Run 1, logic cells by family:
Bar = 20 um.
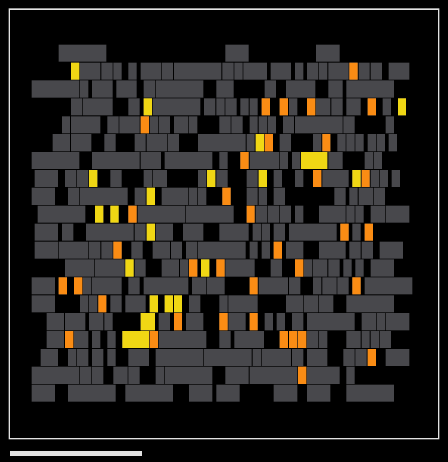
Run 1, the metal 1 layer:
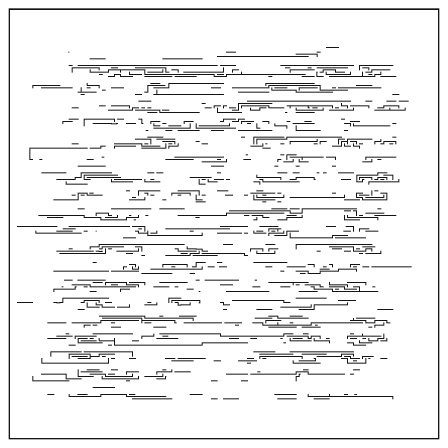
Run 1, routed metal, one colour a layer:
Bar = 20 um.
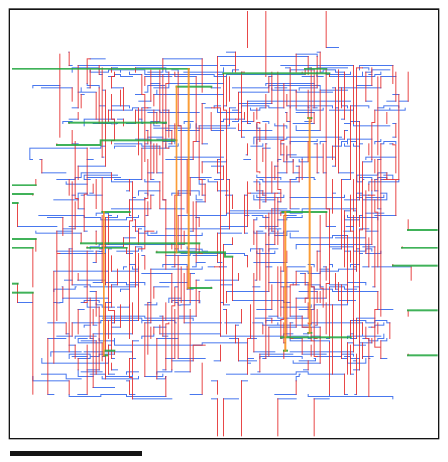
<file path="src/rtl/morra_pkg.sv">
// Shared types and the move-dominance rule for the parametrised morra cinese referee.
package morra_pkg;

    typedef enum logic [1:0] {
        NONE    = 2'b00,
        SASSO   = 2'b01,
        CARTA   = 2'b10,
        FORBICE = 2'b11
    } move_t;

    typedef enum logic [1:0] {
        INVAL = 2'b00,
        P1    = 2'b01,
        P2    = 2'b10,
        DRAW  = 2'b11
    } manche_t;

    typedef enum logic [1:0] {
        ONGOING = 2'b00,
        WIN1    = 2'b01,
        WIN2    = 2'b10,
        TIE     = 2'b11
    } partita_t;

    typedef enum logic [1:0] {
        IDLE = 2'b00,
        PLAY = 2'b01,
        DONE = 2'b10
    } state_t;

    // carta > sasso, sasso > forbice, forbice > carta
    function automatic logic beats(input move_t a, input move_t b);
        return ((a == CARTA)   && (b == SASSO))   ||
               ((a == SASSO)   && (b == FORBICE)) ||
               ((a == FORBICE) && (b == CARTA));
    endfunction

endpackage

</file>
<file path="src/rtl/morra_judge.sv">
// Combinational judge for one manche, including the optional repeat-ban on the last winner.
module morra_judge
    import morra_pkg::*;
#(
    parameter bit BAN_REPEAT = 1'b1
) (
    input  move_t   i_p1,
    input  move_t   i_p2,
    input  logic    i_ban_valid,
    input  logic    i_ban_player,
    input  move_t   i_ban_move,
    output manche_t o_manche
);

    logic w_banned;

    // ban_player 0 refers to player 1, 1 to player 2
    assign w_banned = BAN_REPEAT && i_ban_valid &&
                      (i_ban_player ? (i_p2 == i_ban_move) : (i_p1 == i_ban_move));

    // Classify the move pair into invalid, draw or a winner
    always_comb begin
        o_manche = INVAL;
        if ((i_p1 == NONE) || (i_p2 == NONE) || w_banned) begin
            o_manche = INVAL;
        end else if (i_p1 == i_p2) begin
            o_manche = DRAW;
        end else if (beats(i_p1, i_p2)) begin
            o_manche = P1;
        end else begin
            o_manche = P2;
        end
    end

endmodule

</file>
<file path="src/rtl/morra_cinese_param.sv">
// Match referee: FSM, score/manche counters, repeat-ban register and end-of-match decision.
module morra_cinese_param
    import morra_pkg::*;
#(
    parameter int MIN_ROUNDS = 4,
    parameter int MARGIN     = 2,
    parameter int SCORE_W    = 5,
    parameter bit BAN_REPEAT = 1'b1
) (
    input  logic               clk,
    input  logic               rst_n,
    input  logic [1:0]         PRIMO,
    input  logic [1:0]         SECONDO,
    input  logic               INIZIA,
    output logic [1:0]         MANCHE,
    output logic [1:0]         PARTITA,
    output logic [SCORE_W-1:0] SCORE_P1,
    output logic [SCORE_W-1:0] SCORE_P2
);

    // The longest match (MIN_ROUNDS + 15) must fit in the counters so nothing can wrap
    generate
        if ((2**SCORE_W) - 1 < MIN_ROUNDS + 15) begin : g_width_check
            $error("SCORE_W too small for MIN_ROUNDS + 15 manches");
        end
    endgenerate

    localparam logic [SCORE_W-1:0] MIN_R    = SCORE_W'(MIN_ROUNDS);
    localparam logic [SCORE_W:0]   MARGIN_W = (SCORE_W+1)'(MARGIN);

    state_t             r_state,      w_state_nx;
    logic [SCORE_W-1:0] r_max,        w_max_nx;
    logic [SCORE_W-1:0] r_s1,         w_s1_nx;
    logic [SCORE_W-1:0] r_s2,         w_s2_nx;
    logic [SCORE_W-1:0] r_played,     w_played_nx;
    logic               r_ban_valid,  w_ban_valid_nx;
    logic               r_ban_player, w_ban_player_nx;
    move_t              r_ban_move,   w_ban_move_nx;
    manche_t            r_manche,     w_manche_nx;
    partita_t           r_partita,    w_partita_nx;

    manche_t            w_judge;
    logic [SCORE_W-1:0] w_s1_inc;
    logic [SCORE_W-1:0] w_s2_inc;
    logic [SCORE_W-1:0] w_played_inc;
    logic signed [SCORE_W:0] w_diff;
    logic [SCORE_W:0]   w_abs;
    logic               w_margin_hit;
    logic               w_max_hit;
    partita_t           w_lead;

    morra_judge #(
        .BAN_REPEAT (BAN_REPEAT)
    ) u_judge (
        .i_p1         (move_t'(PRIMO)),
        .i_p2         (move_t'(SECONDO)),
        .i_ban_valid  (r_ban_valid),
        .i_ban_player (r_ban_player),
        .i_ban_move   (r_ban_move),
        .o_manche     (w_judge)
    );

    // Post-update counters, so the end check sees this manche's result
    assign w_s1_inc     = r_s1 + {{(SCORE_W-1){1'b0}}, (w_judge == P1)};
    assign w_s2_inc     = r_s2 + {{(SCORE_W-1){1'b0}}, (w_judge == P2)};
    assign w_played_inc = r_played + {{(SCORE_W-1){1'b0}}, 1'b1};
    assign w_diff       = $signed({1'b0, w_s1_inc}) - $signed({1'b0, w_s2_inc});
    assign w_abs        = w_diff[SCORE_W] ? (-w_diff) : w_diff;
    assign w_margin_hit = (w_played_inc >= MIN_R) && (w_abs >= MARGIN_W);
    assign w_max_hit    = (w_played_inc == r_max);
    assign w_lead       = (w_s1_inc > w_s2_inc) ? WIN1 :
                          ((w_s2_inc > w_s1_inc) ? WIN2 : TIE);

    // Next-state and next-output logic
    always_comb begin
        w_state_nx      = r_state;
        w_max_nx        = r_max;
        w_s1_nx         = r_s1;
        w_s2_nx         = r_s2;
        w_played_nx     = r_played;
        w_ban_valid_nx  = r_ban_valid;
        w_ban_player_nx = r_ban_player;
        w_ban_move_nx   = r_ban_move;
        w_manche_nx     = INVAL;
        w_partita_nx    = r_partita;

        if (INIZIA) begin
            w_max_nx       = MIN_R + SCORE_W'({PRIMO, SECONDO});
            w_s1_nx        = {SCORE_W{1'b0}};
            w_s2_nx        = {SCORE_W{1'b0}};
            w_played_nx    = {SCORE_W{1'b0}};
            w_ban_valid_nx = 1'b0;
            w_partita_nx   = ONGOING;
            w_state_nx     = PLAY;
        end else begin
            case (r_state)
                PLAY: begin
                    if (w_judge != INVAL) begin
                        w_s1_nx     = w_s1_inc;
                        w_s2_nx     = w_s2_inc;
                        w_played_nx = w_played_inc;
                        w_manche_nx = w_judge;
                        if (w_judge == DRAW) begin
                            w_ban_valid_nx = 1'b0;
                        end else begin
                            w_ban_valid_nx  = 1'b1;
                            w_ban_player_nx = (w_judge == P2);
                            w_ban_move_nx   = (w_judge == P2) ? move_t'(SECONDO) : move_t'(PRIMO);
                        end
                        if (w_margin_hit || w_max_hit) begin
                            w_partita_nx = w_lead;
                            w_state_nx   = DONE;
                        end else begin
                            w_partita_nx = ONGOING;
                        end
                    end else begin
                        w_manche_nx = INVAL;
                    end
                end
                IDLE, DONE: begin
                    w_manche_nx = INVAL;
                end
                default: begin
                    w_state_nx = IDLE;
                end
            endcase
        end
    end

    // State and output registers with synchronous active-low reset
    always_ff @(posedge clk) begin
        if (!rst_n) begin
            r_state      <= IDLE;
            r_max        <= MIN_R;
            r_s1         <= {SCORE_W{1'b0}};
            r_s2         <= {SCORE_W{1'b0}};
            r_played     <= {SCORE_W{1'b0}};
            r_ban_valid  <= 1'b0;
            r_ban_player <= 1'b0;
            r_ban_move   <= NONE;
            r_manche     <= INVAL;
            r_partita    <= ONGOING;
        end else begin
            r_state      <= w_state_nx;
            r_max        <= w_max_nx;
            r_s1         <= w_s1_nx;
            r_s2         <= w_s2_nx;
            r_played     <= w_played_nx;
            r_ban_valid  <= w_ban_valid_nx;
            r_ban_player <= w_ban_player_nx;
            r_ban_move   <= w_ban_move_nx;
            r_manche     <= w_manche_nx;
            r_partita    <= w_partita_nx;
        end
    end

    assign MANCHE   = r_manche;
    assign PARTITA  = r_partita;
    assign SCORE_P1 = r_s1;
    assign SCORE_P2 = r_s2;

endmodule

</file>
<file path="config.mk">
export PLATFORM = sky130hd
export DESIGN_NAME = morra_cinese_param
export DESIGN_NICKNAME = d
export VERILOG_FILES = /design/src/rtl/morra_pkg.sv /design/src/rtl/morra_judge.sv /design/src/rtl/morra_cinese_param.sv
export SDC_FILE = /design/constraint.sdc
export NUM_CORES = 1
export LEC_CHECK = 0
export ABC_AREA = 1
export CORE_MARGIN = 3
export CORE_UTILIZATION = 56
export CTS_CLUSTER_DIAMETER = 200
export CTS_CLUSTER_SIZE = 24
export DETAILED_ROUTE_END_ITERATION = 6
export MAX_ROUTING_LAYER = met4
export PLACE_DENSITY = 0.79
export SYNTH_ARGS = -nofsm -noshare
export SYNTH_HDL_FRONTEND = slang
export SYNTH_SLANG_ARGS = --single-unit
</file>
<file path="constraint.sdc">
create_clock -name clk -period 4.2 [get_ports clk]
set_clock_uncertainty 0.2 [all_clocks]
set_input_delay 0.63 -clock clk [delete_from_list [all_inputs] [get_ports clk]]
set_output_delay 0.63 -clock clk [all_outputs]
set_load 0.1 [all_outputs]
</file>
==> results.ini, run 1 <==
[sta]
worst_slew_pin_slew_ns = 0.967
max_slew_margin_pct = 35.3
rsz0062_at_grt = false
fin_tns_setup_ns = 0
hold_violations = 0
min_period_over_period_pct = 91.8
finalMaxSlewViolations = 0
finalSetupViolations = 0
max_freq_mhz = 259
finalWorstPathRequiredPeriod_ns = 3.86

[logic_synthesis]
ys_sh_simple_pct = 31.5
edf_count = 0
fp_nets = 305
synth_cell_types = 28
netlist_instances = 284
yosysCellCount = 284
logic_family = simple AND/OR/NAND/NOR gates
ys_ff = 30
synth.avg_cell_area_um2 = 6.87
ys_area_um2 = 1950
flop_cell = dfxtp_1
xor_share_pct = 5.38
synth-compound-area-share_pct = 15.5
ys_seq_share_pct = 30.8
async_flop_share_pct = 0
synthesis.area_um2 = 1950
yosysWarnings = 0
yosys.area_share.adder_pct = 8.97
ys_sh_mux_pct = 0

[cells_and_area]
mostFrequentLayoutCell = nand2_1
drive_gt1_share_pct = 13.4
most-common-layout-cells = nand2_1, dfxtp_1, inv_1, a21oi_1, nand3_1
final_cell_area_um2 = 2300
area_delta_synth_final_pct = 17.9
fillers = 287
fin_nets = 336
num_antenna_cells = 0

[global_routing]
grt_pass1_vias = 1745
grt-ovfl-total = 0
grt_max_degree = 20
grt_use_total_pct = 23.1
grt_antenna_before_repair = 0
grt_pass1_wl_um = 7380

[floorplan]
rows = 20
pin_count = 21
coreArea_um2 = 3180
die_w_um = 65.0
initial_utilization_pct = 61.4
fp.dieH_um = 65.0
dieArea_um2 = 4230

[outcome]
status = complete, no violations

[cts]
cts.clk_slew.worst_paths_ns = 0.09
cts_buffer_depth = 2
cts_made_buffers = 5
clk_latency_ns = 0.32
root_buffer = clkbuf_4
cts_tree = built
cts_sinks = 30
post_cts_buffers = 0
htreeDepth = 2

[worst_setup_path]
critPathTopFamily = simple AND/OR/NAND/NOR gates
cp.required_ns = 4.27
cp-start-kind = input pin
rr_endpoint = r_state[0]$_SDFFE_PN0P_
crit_chain = clkdlybuf4s50_1, buf_4, o21ai_1, xnor2_1, nor2_1, a21boi_4, and3_1, ha_1, ha_1, nand2_1, nor2_1, xor2_1, ha_1, inv_1, nand2_2, nand2_2, nand2_1, nand2_1, nand3_1, nand2_1, nand2_2, nand2_1, nand2_1, a21oi_2
timing.rr.start = r_ban_player$_SDFFE_PN0P_
crit_top_cell = nand2_1
crit_slowest_cell = clkdlybuf4s50_1
cp_slowest_stage_delay_ns = 0.48
cp-startpoint = PRIMO[1]
reg2reg_depth = 23
path_buffers = 3
end_kind = register
path_class = in -> reg
cp.depth = 24
critPathMaxFanout = 4
reg2reg_slack_ns = 0.90
cp-endpoint = r_state[0]$_SDFFE_PN0P_
critPathArrivalTime_ns = 3.93

[route]
ant_nets = 0
routed_wire_length_per_instance_um = 11.5
routed.top_layer = met4
dr_wl_met3_um = 190
drt_iter0_markers = 114
vias_per_cell = 5.22
wl_met1_um = 1800
dr.pass1.iters = 4
route.met2.wl_um = 2000
drc_errors = 0

[placement]
numPortBuffers = 20
gp_congestion = 0.835
place_hpwl_um = 3140
placed_area_um2 = 2250

[min_path]
hold_class = reg -> reg
min_delay_path_depth = 2
hold_start = PARTITA[0]$_SDFFE_PP0P_

[power_and_ir_drop]
power.density_nw_per_um2 = 288
vdd_ir_drop_max_uv = 180
leakage_nw = 1.06

[flow_run]
maxCapViolations = 0
tool_warnings = 32

Back to the opening pictures, 'logic cells by family':
legend:
  yellow:
    family: NOR gates
    cells: 20
  orange:
    family: inverters
    cells: 36

Back to the opening pictures, 'the metal 1 layer':
wire length on this layer: 1800 um
longest straight run: 21.2 um
via count: 1867
global routing usage on met1: 26.0%
drt total wl: 4120 um

Back to the opening pictures, 'routed metal, one colour a layer':
legend:
  blue:
    layer: metal 1
    wire_length: 1800 um
  red:
    layer: metal 2
    wire_length: 2000 um
  orange:
    layer: metal 4
    wire_length: 134 um
  green:
    layer: metal 3
    wire_length: 190 um

==> run 1: layout make-up <==
class | instances | area [um^2] | share of cell area (%)
clock buffers | 6 | 51.3 | 2.23
repair buffers | 28 | 260 | 11.3
multi-input cells | 214 | 1200 | 52.1
inverters | 36 | 135 | 5.87
flip-flops and latches | 30 | 601 | 26.1
well taps | 44 | 55.1 | 2.39
==> run 1: Yosys cell counts, drive strengths merged (2+ instances only) <==
library cell | number | share of area [%]
xnor2 | 5 | 2.2
o21ai | 22 | 5.6
inv | 35 | 6.7
xor2 | 7 | 3.1
dfxtp | 30 | 31
a21oi | 26 | 7.1
and3 | 2 | 0.64
ha | 14 | 9.0
nand2 | 85 | 19
nand4 | 4 | 1.3
nor2 | 20 | 4.7
buf | 3 | 0.70
nand3 | 22 | 5.6
a31oi | 3 | 0.96
==> run 1: metal layers <==
metal,GRT usage (%),vias up
met5,-,-
met3,5.20,11
li1,-,987
met1,26.0,827
met2,38.8,42
met4,10.9,0
==> run 1: cells by family (layout without fill, tap and decap cells) <==
kind of cell	count (synthesis)	in the layout
buf+inv	40	70
fa+ha+maj	14	14
simple gates	134	134
compound gates	54	54
flops	30	30
xor+xnor	12	12
==> run 1: state kept, by name (all words and copies together), names as in the netlist <==
signal        flops
MANCHE            2
r_ban_player      1
r_played          5
SCORE_P2          5
r_ban_move        2
PARTITA           2
r_max             5
r_ban_valid       1
SCORE_P1          5
r_state           2
==> run 1: metrics by stage <==
stage | hold WS, ns | power, mW | cells | util (%) | worst slack, ns
final | 0.273 | 0.662 | 358 | 72.4 | 0.345
after global placement | 0.255 | 0.497 | 352 | 70.8 | 0.0995
after detailed placement | 0.260 | 0.500 | 352 | 70.8 | 0.0312
after CTS | 0.272 | 0.668 | 358 | 72.4 | 0.374
after floorplan | 0.250 | 0.453 | 284 | - | 0.828
after global routing | 0.309 | 0.707 | 358 | 72.4 | 0.00234
==> run 1: power breakdown <==
| group | leakage (nW) | internal (mW) | total (mW) | switching [mW] |
|---|---|---|---|---|
| Clock | 0.0302 | 0.0753 | 0.168 | 0.0930 |
| Combinational | 0.781 | 0.0683 | 0.190 | 0.122 |
| Sequential | 0.244 | 0.295 | 0.304 | 0.00938 |
==> run 1: worst min path at each step <==
stage,endpoint
5_1_grt,PARTITA[1]$_SDFFE_PP0P_
2_1_floorplan,r_state[1]$_SDFFE_PP0P_
4_1_cts,PARTITA[0]$_SDFFE_PP0P_
6_report,PARTITA[0]$_SDFFE_PP0P_
3_5_place_dp,PARTITA[0]$_SDFFE_PP0P_
3_3_place_gp,PARTITA[0]$_SDFFE_PP0P_
==> run 1: worst min-delay path, cell delays in order (launching register included) <==
cell and delay, ns:
dfxtp_1 0.32, nand2_1 0.06, a21oi_1 0.06
==> run 1: timing repair <==
action / CTS / global route
gates resized: 0 / 1
hold buffers: 0 / 0
endpoints found under the setup margin: 0 / 3
Run 1, cell outlines without signal wires:
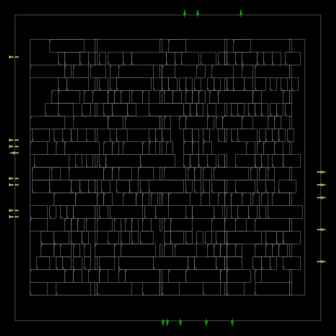

==> run 1 -> run 2 <==
==> constraint.sdc (replaced) <==
create_clock -name clk -period 4.2 [get_ports clk]
set_clock_uncertainty 0.2 [all_clocks]
set_input_delay 0.42 -clock clk [delete_from_list [all_inputs] [get_ports clk]]
set_output_delay 0.42 -clock clk [all_outputs]
set_load 0.1 [all_outputs]
Run 2, cell outlines without signal wires:
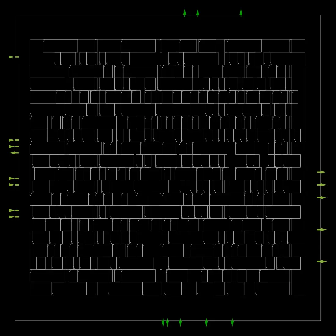
Seq area share: 26.4%
Cell Rows: 20
Filler Cell Count: 301
final std cells w/o fill: 354
final core occ: 71.5%

Run 2, routed metal, one colour a layer:
Bar = 20 um.
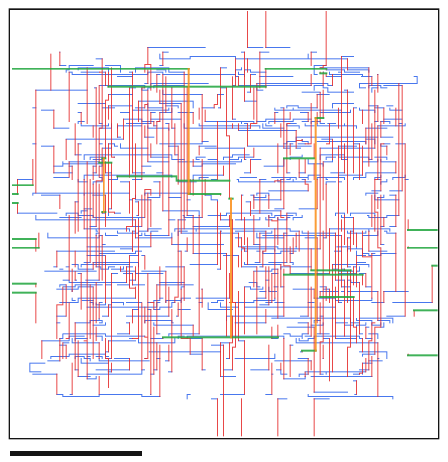
WL per Instance: 11.6 um
drt total wl: 4110 um
gr usage total: 23.0%
via count: 1845

==> results.ini, run 2 <==
[outcome]
status = complete, no violations

[cells_and_area]
mostFrequentLayoutCell = nand2_1
most-common-layout-cells = nand2_1, dfxtp_1, inv_1, a21oi_1, nand3_1
drive_gt1_share_pct = 12.3  ; -1.1 points
area_delta_synth_final_pct = 16.5
num_antenna_cells = 0  ; unchanged

[floorplan]
die_w_um = 65.0  ; unchanged
dieArea_um2 = 4230  ; unchanged
pin_count = 21  ; unchanged
fp.dieH_um = 65.0  ; unchanged
initial_utilization_pct = 61.4  ; unchanged

[worst_setup_path]
cp-start-kind = input pin
crit_chain = clkdlybuf4s50_1, ha_1, o21ai_0, o21ai_1, nor2_1, nand2_1, inv_1, ha_1, ha_1, nand3_1, xor2_1, inv_1, ha_1, inv_1, nand2_2, nand2_2, nand2_1, nand2_1, nand3_1, nand2_1, nand2_2, nand2_1, nand2_1, a21oi_2
cp_slowest_stage_delay_ns = 0.51  ; +0.03 ns
end_kind = register
critPathMaxFanout = 6  ; +2
critPathTopFamily = adder cells
critPathArrivalTime_ns = 3.77  ; -0.16 ns
crit_top_cell = nand2_1
path_class = in -> reg
path_buffers = 4  ; +1

[cts]
root_buffer = clkbuf_4
post_cts_buffers = 0  ; unchanged
cts_tree = built
cts.clk_slew.worst_paths_ns = 0.09  ; about the same
htreeDepth = 2  ; unchanged
postCtsHoldBufs = 0  ; unchanged
cts_made_buffers = 5  ; unchanged

[route]
drt_iter0_markers = 85  ; -25%
dr.pass1.iters = 6  ; +2
dr_wl_met3_um = 169  ; -11%
routed.top_layer = met4
drc_errors = 0  ; unchanged
wl_met1_um = 1850  ; +2.8%
ant_nets = 0  ; unchanged
vias_per_cell = 5.21  ; about the same

[logic_synthesis]
ys_area_um2 = 1950  ; unchanged
yosys-top-cells-count = nand2_1, dfxtp_1, inv_1
async_flop_share_pct = 0  ; unchanged
netlist_instances = 284  ; unchanged
top_area_cell = dfxtp_1
ys_ff = 30  ; unchanged
yosysCellCount = 284  ; unchanged
synth_top_cell_by_count = nand2_1
top_area_share_pct = 30.8  ; unchanged
yosysWarnings = 0  ; unchanged
synthesis.area_um2 = 1950  ; unchanged
edf_count = 0  ; unchanged
area_leaders = dfxtp_1, nand2_1, ha_1
synth_cell_types = 28  ; unchanged
ys_seq_share_pct = 30.8  ; unchanged
flop_cell = dfxtp_1
synth.avg_cell_area_um2 = 6.87  ; unchanged

[sta]
finalMaxSlewViolations = 0  ; unchanged
fin_tns_setup_ns = 0  ; unchanged
min_period_over_period_pct = 88.2  ; -3.6 points
max_slew_margin_pct = 33.3  ; -2.1 points
max_freq_mhz = 270  ; +4.1%
rsz0062_at_grt = false
finalSetupViolations = 0  ; unchanged

[global_routing]
grt_pass1_wl_um = 7550  ; +2.2%
grt_antenna_before_repair = 0  ; unchanged
grt-ovfl-total = 0  ; unchanged
grt_max_degree = 20  ; unchanged
grt_pass1_vias = 1824  ; +4.5%

[power_and_ir_drop]
combinationalPowerShare_pct = 28.3  ; -0.4 points
clock_power_share_pct = 25.2  ; -0.2 points
power.density_nw_per_um2 = 288  ; about the same
leakage_nw = 1.05  ; -0.95%
power_uw = 654  ; -1.2%
vdd_ir_drop_max_uv = 185  ; +2.6%
p_sw_share_pct = 33.6  ; -0.26 points
switchingPower_uw = 220  ; -2.0%
p_int_uw = 434  ; -0.86%
seqPwrFrac_pct = 46.5  ; +0.6 points

[flow_run]
tool_warnings = 32  ; unchanged

[placement]
gp_congestion = 0.883  ; +5.7%
place_hpwl_um = 3220  ; +2.5%
numPortBuffers = 20  ; unchanged

Run 2, placed cells, one colour a class:
Bar = 20 um. Fill, decap, tap and diode cells in grey.
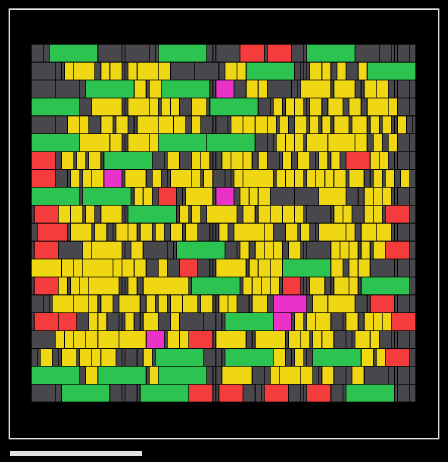
legend:
  yellow:
    class: combinational and other logic
    cells: 250
    share_of_their_area: 60%
  green:
    class: flops
    cells: 30
    share_of_their_area: 27%
  magenta:
    class: clock drivers and dummy loads
    cells: 6
    share_of_their_area: 2.3%
  red:
    class: other buffers and delay cells
    cells: 24
    share_of_their_area: 10%
CORE AREA: 3180 um^2
Finished Cell Area: 2270 um^2

==> run 2: kinds of logic after synthesis <==
family | after synthesis | share of synthesized area [%]
xor+xnor | 12 | 5.38
flops | 30 | 30.8
buf+inv | 40 | 7.82
simple gates | 134 | 31.5
fa+ha+maj | 14 | 8.97
compound gates | 54 | 15.5
==> run 2: worst reg2reg max path: cells and delay by family, from the launching register on <==
kind                     cells  cell delay (ns)
buffers and inverters        4             0.28
AND/OR/NAND/NOR             14             1.19
XOR/XNOR                     1             0.14
flip-flops                   1             0.39
AND-OR/OR-AND                3             0.29
adder cells (fa/ha/maj)      3             0.78
==> run 2: final timing paths <==
path	startpoint	endpoint	slack, ns	cells after the start
hold reg to reg	PARTITA[1]$_SDFFE_PP0P_	PARTITA[1]$_SDFFE_PP0P_	0.27	2
hold / removal	PARTITA[1]$_SDFFE_PP0P_	PARTITA[1]$_SDFFE_PP0P_	0.27	2
setup / recovery	PRIMO[0]	r_state[0]$_SDFFE_PN0P_	0.50	24
setup reg to reg	r_ban_player$_SDFFE_PN0P_	r_state[0]$_SDFFE_PN0P_	0.87	25
==> run 2: through the flow <==
step	hold slack, ns	cell area [um^2]	std cells
final	0.273	2270	354
after global routing	0.302	2270	354
after CTS	0.273	2270	354
after detailed placement	0.260	2220	348
after global placement	0.256	2220	348
after floorplan	0.250	1950	284
==> run 2: timing repair <==
action,4_1_cts,5_1_grt
setup endpoints to repair,0,4
endpoints found under the hold margin,0,0
resized,0,2
==> run 2: area by class of cell <==
type / count / area (um^2) / area share [%]
flip-flops and latches: 30 / 601 / 26.4
well taps: 44 / 55.1 / 2.42
multi-input cells: 214 / 1200 / 52.7
inverters: 36 / 135 / 5.94
repair buffers: 24 / 233 / 10.2
clock buffers: 6 / 51.3 / 2.26
==> run 2: power groups by stage <==
stage	clock network, mW	logic, mW	registers [mW]
detailed placement	0	0.185	0.311
finish	0.165	0.185	0.304
global placement	0	0.183	0.310
CTS	0.172	0.186	0.304
global route	0.182	0.212	0.306
floorplan	0	0.120	0.333
==> run 2: per-layer routing <==
metal / GRT usage, % / up-vias
met5: - / -
met4: 9.33 / 0
met3: 4.51 / 8
met2: 40.4 / 40
met1: 25.6 / 821
li1: - / 976
Run 2, the metal 1 layer:
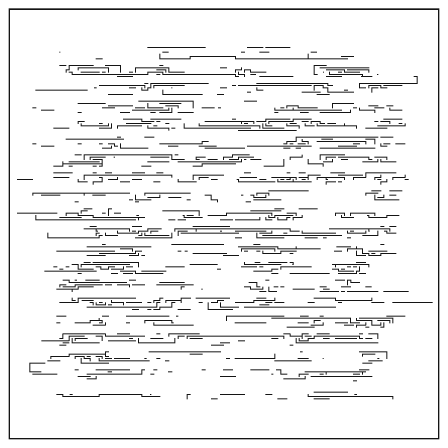

==> run 2 -> run 3 <==
--- a/config.mk
+++ b/config.mk
@@ -9,9 +9,8 @@
 export CORE_MARGIN = 3
 export CORE_UTILIZATION = 56
 export CTS_CLUSTER_DIAMETER = 200
-export CTS_CLUSTER_SIZE = 24
+export CTS_CLUSTER_SIZE = 28
 export DETAILED_ROUTE_END_ITERATION = 6
-export MAX_ROUTING_LAYER = met4
 export PLACE_DENSITY = 0.79
 export SYNTH_ARGS = -nofsm -noshare
 export SYNTH_HDL_FRONTEND = slang
Run 3, the metal 1 layer:
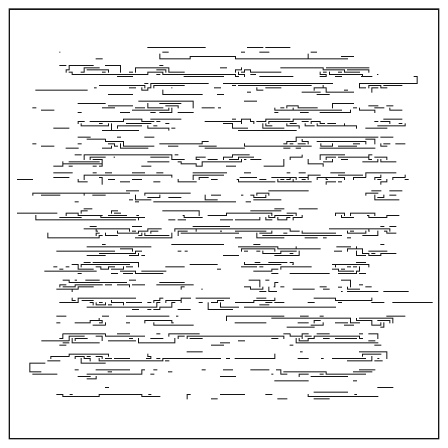
global routing usage on met1: 25.6%
via count: 1857

Run 3, cell outlines without signal wires:
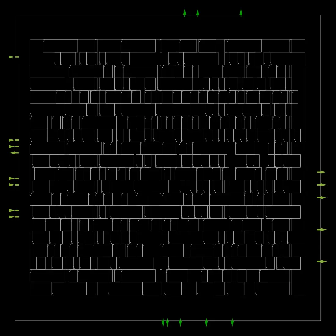
Flops: 30
tapcells inserted: 44

==> results.ini, run 3 <==
[global_routing]
grt_pass1_wl_um = 7540  ; about the same
grt_max_degree = 20  ; unchanged
grt-ovfl-total = 0  ; unchanged
grt_antenna_before_repair = 0  ; unchanged
grt_use_total_pct = 22.4  ; -0.60 points

[cts]
cts_made_buffers = 5  ; unchanged
cts.clk_slew.worst_paths_ns = 0.09  ; about the same
htreeDepth = 2  ; unchanged
cts_resized = 0  ; unchanged
postCtsHoldBufs = 0  ; unchanged
cts_tree = built

[route]
drt_wl_total_um = 4140  ; +0.63%
drt_iter0_markers = 57  ; -33%
ant_nets = 0  ; unchanged
dr.pass1.iters = 4  ; -2
drc_errors = 0  ; unchanged

[logic_synthesis]
yosys-top-cells-count = nand2_1, dfxtp_1, inv_1
ys_seq_share_pct = 30.8  ; unchanged
synth.avg_cell_area_um2 = 6.87  ; unchanged
ys_ff = 30  ; unchanged
edf_count = 0  ; unchanged
synth_cell_types = 28  ; unchanged
top_area_cell = dfxtp_1
synth_top_cell_by_count = nand2_1
area_leaders = dfxtp_1, nand2_1, ha_1
top_area_share_pct = 30.8  ; unchanged
ys_area_um2 = 1950  ; unchanged
netlist_instances = 284  ; unchanged

[power_and_ir_drop]
p_sw_share_pct = 33.7  ; +0.16 points
leakage_nw = 1.05  ; unchanged
combinationalPowerShare_pct = 28.2  ; about the same
switchingPower_uw = 221  ; +0.74%
p_int_uw = 434  ; about the same
seqPwrFrac_pct = 46.4  ; about the same
power.density_nw_per_um2 = 288  ; +0.24%

[sta]
fin_tns_setup_ns = 0  ; unchanged
finalSetupViolations = 0  ; unchanged
worst_hold_slack_ns = 0.273  ; -0.000144 ns
finalMaxSlewViolations = 0  ; unchanged
min_period_over_period_pct = 87.8  ; -0.34 points

[floorplan]
dieArea_um2 = 4230  ; unchanged
initial_utilization_pct = 61.4  ; unchanged
pin_count = 21  ; unchanged
fp.dieH_um = 65.0  ; unchanged
rows = 20  ; unchanged
die_w_um = 65.0  ; unchanged

[cells_and_area]
utilization_pct = 71.5  ; unchanged
fillers = 301  ; unchanged
area_delta_synth_final_pct = 16.5  ; unchanged
drive_gt1_share_pct = 12.3  ; unchanged
seq_area_um2 = 601  ; unchanged
mi_logic_area_um2 = 1200  ; unchanged
final_cell_area_um2 = 2270  ; unchanged

[worst_setup_path]
critPathArrivalTime_ns = 3.76  ; about the same
cp_slowest_stage_delay_ns = 0.51  ; about the same
reg2reg_slack_ns = 0.88  ; about the same
path_buffers = 4  ; unchanged
reg2reg_depth = 25  ; unchanged
rr_endpoint = r_state[0]$_SDFFE_PN0P_
crit_top_cell = nand2_1
cp.depth = 24  ; unchanged
end_kind = register
cp-startpoint = PRIMO[0]
cp-start-kind = input pin
cp-endpoint = r_state[0]$_SDFFE_PN0P_
timing.rr.start = r_ban_player$_SDFFE_PN0P_
crit_chain = clkdlybuf4s50_1, ha_1, o21ai_0, o21ai_1, nor2_1, nand2_1, inv_1, ha_1, ha_1, nand3_1, xor2_1, inv_1, ha_1, inv_1, nand2_2, nand2_2, nand2_1, nand2_1, nand3_1, nand2_1, nand2_2, nand2_1, nand2_1, a21oi_2

[placement]
place_hpwl_um = 3220  ; unchanged
placed_area_um2 = 2220  ; unchanged
numPortBuffers = 20  ; unchanged

[flow_run]
tool_warnings = 32  ; unchanged

[outcome]
status = complete, no violations

Run 3, logic cells by family:
Bar = 20 um.
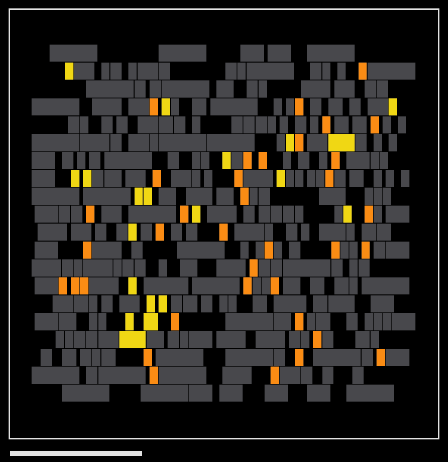
most numerous logic cell after layout: nand2_1
logic share of the area: 52.7%

## run 3: cell counts in the layout (fill, tap and decap cells not counted)
Identical to the previous run, type by type.
## run 3: logic make-up after synthesis
family	after synthesis	synth area share (%)
AND/OR/NAND/NOR	134	31.5
XOR/XNOR	12	5.38
adder cells (fa/ha/maj)	14	8.97
AND-OR/OR-AND	54	15.5
buffers and inverters	40	7.82
flip-flops	30	30.8
## run 3: layout make-up
class / instances / share of cell area (%)
flip-flops and latches: 30 / 26.4
well taps: 44 / 2.42
inverters: 36 / 5.94
multi-input cells: 214 / 52.7
repair buffers: 24 / 10.2
clock buffers: 6 / 2.26
## run 3: worst min path at each step
stage	from	depth (start not counted)	end	slack [ns]
final	PARTITA[1]$_SDFFE_PP0P_	2	PARTITA[1]$_SDFFE_PP0P_	0.27
after global routing	PARTITA[1]$_SDFFE_PP0P_	2	PARTITA[1]$_SDFFE_PP0P_	0.30
after CTS	PARTITA[1]$_SDFFE_PP0P_	2	PARTITA[1]$_SDFFE_PP0P_	0.27
after detailed placement	PARTITA[1]$_SDFFE_PP0P_	2	PARTITA[1]$_SDFFE_PP0P_	0.26
after global placement	PARTITA[0]$_SDFFE_PP0P_	2	PARTITA[0]$_SDFFE_PP0P_	0.26
after floorplan	r_state[1]$_SDFFE_PP0P_	2	r_state[1]$_SDFFE_PP0P_	0.25
## run 3: power groups by stage
stage          logic [mW]  clock network [mW]  registers (mW)
2_1_floorplan       0.120                   0           0.333
3_3_place_gp        0.183                   0           0.310
3_5_place_dp        0.185                   0           0.311
4_1_cts             0.186               0.172           0.304
5_1_grt             0.212               0.182           0.306
6_report            0.185               0.166           0.304
## run 3: through the flow
step / instances / power, mW / worst slack (ns)
2_1_floorplan: 284 / 0.453 / 1.04
3_3_place_gp: 348 / 0.493 / 0.0363
3_5_place_dp: 348 / 0.496 / 0.0247
4_1_cts: 354 / 0.661 / 0.360
5_1_grt: 354 / 0.700 / 0.0541
6_report: 354 / 0.656 / 0.511
## run 3: layer usage
metal | track usage, % | wire (um)
met3 | 4.51 | 150
met5 | 0 | 0
met2 | 40.4 | 2010
met1 | 25.6 | 1880
met4 | 9.33 | 97
## run 3: worst min-delay path, stage by stage (launching register included)
cell	delay (ns)
dfxtp_1	0.32
nand2_1	0.06
a21oi_1	0.05
Power is estimated from default activity; no workload was simulated.
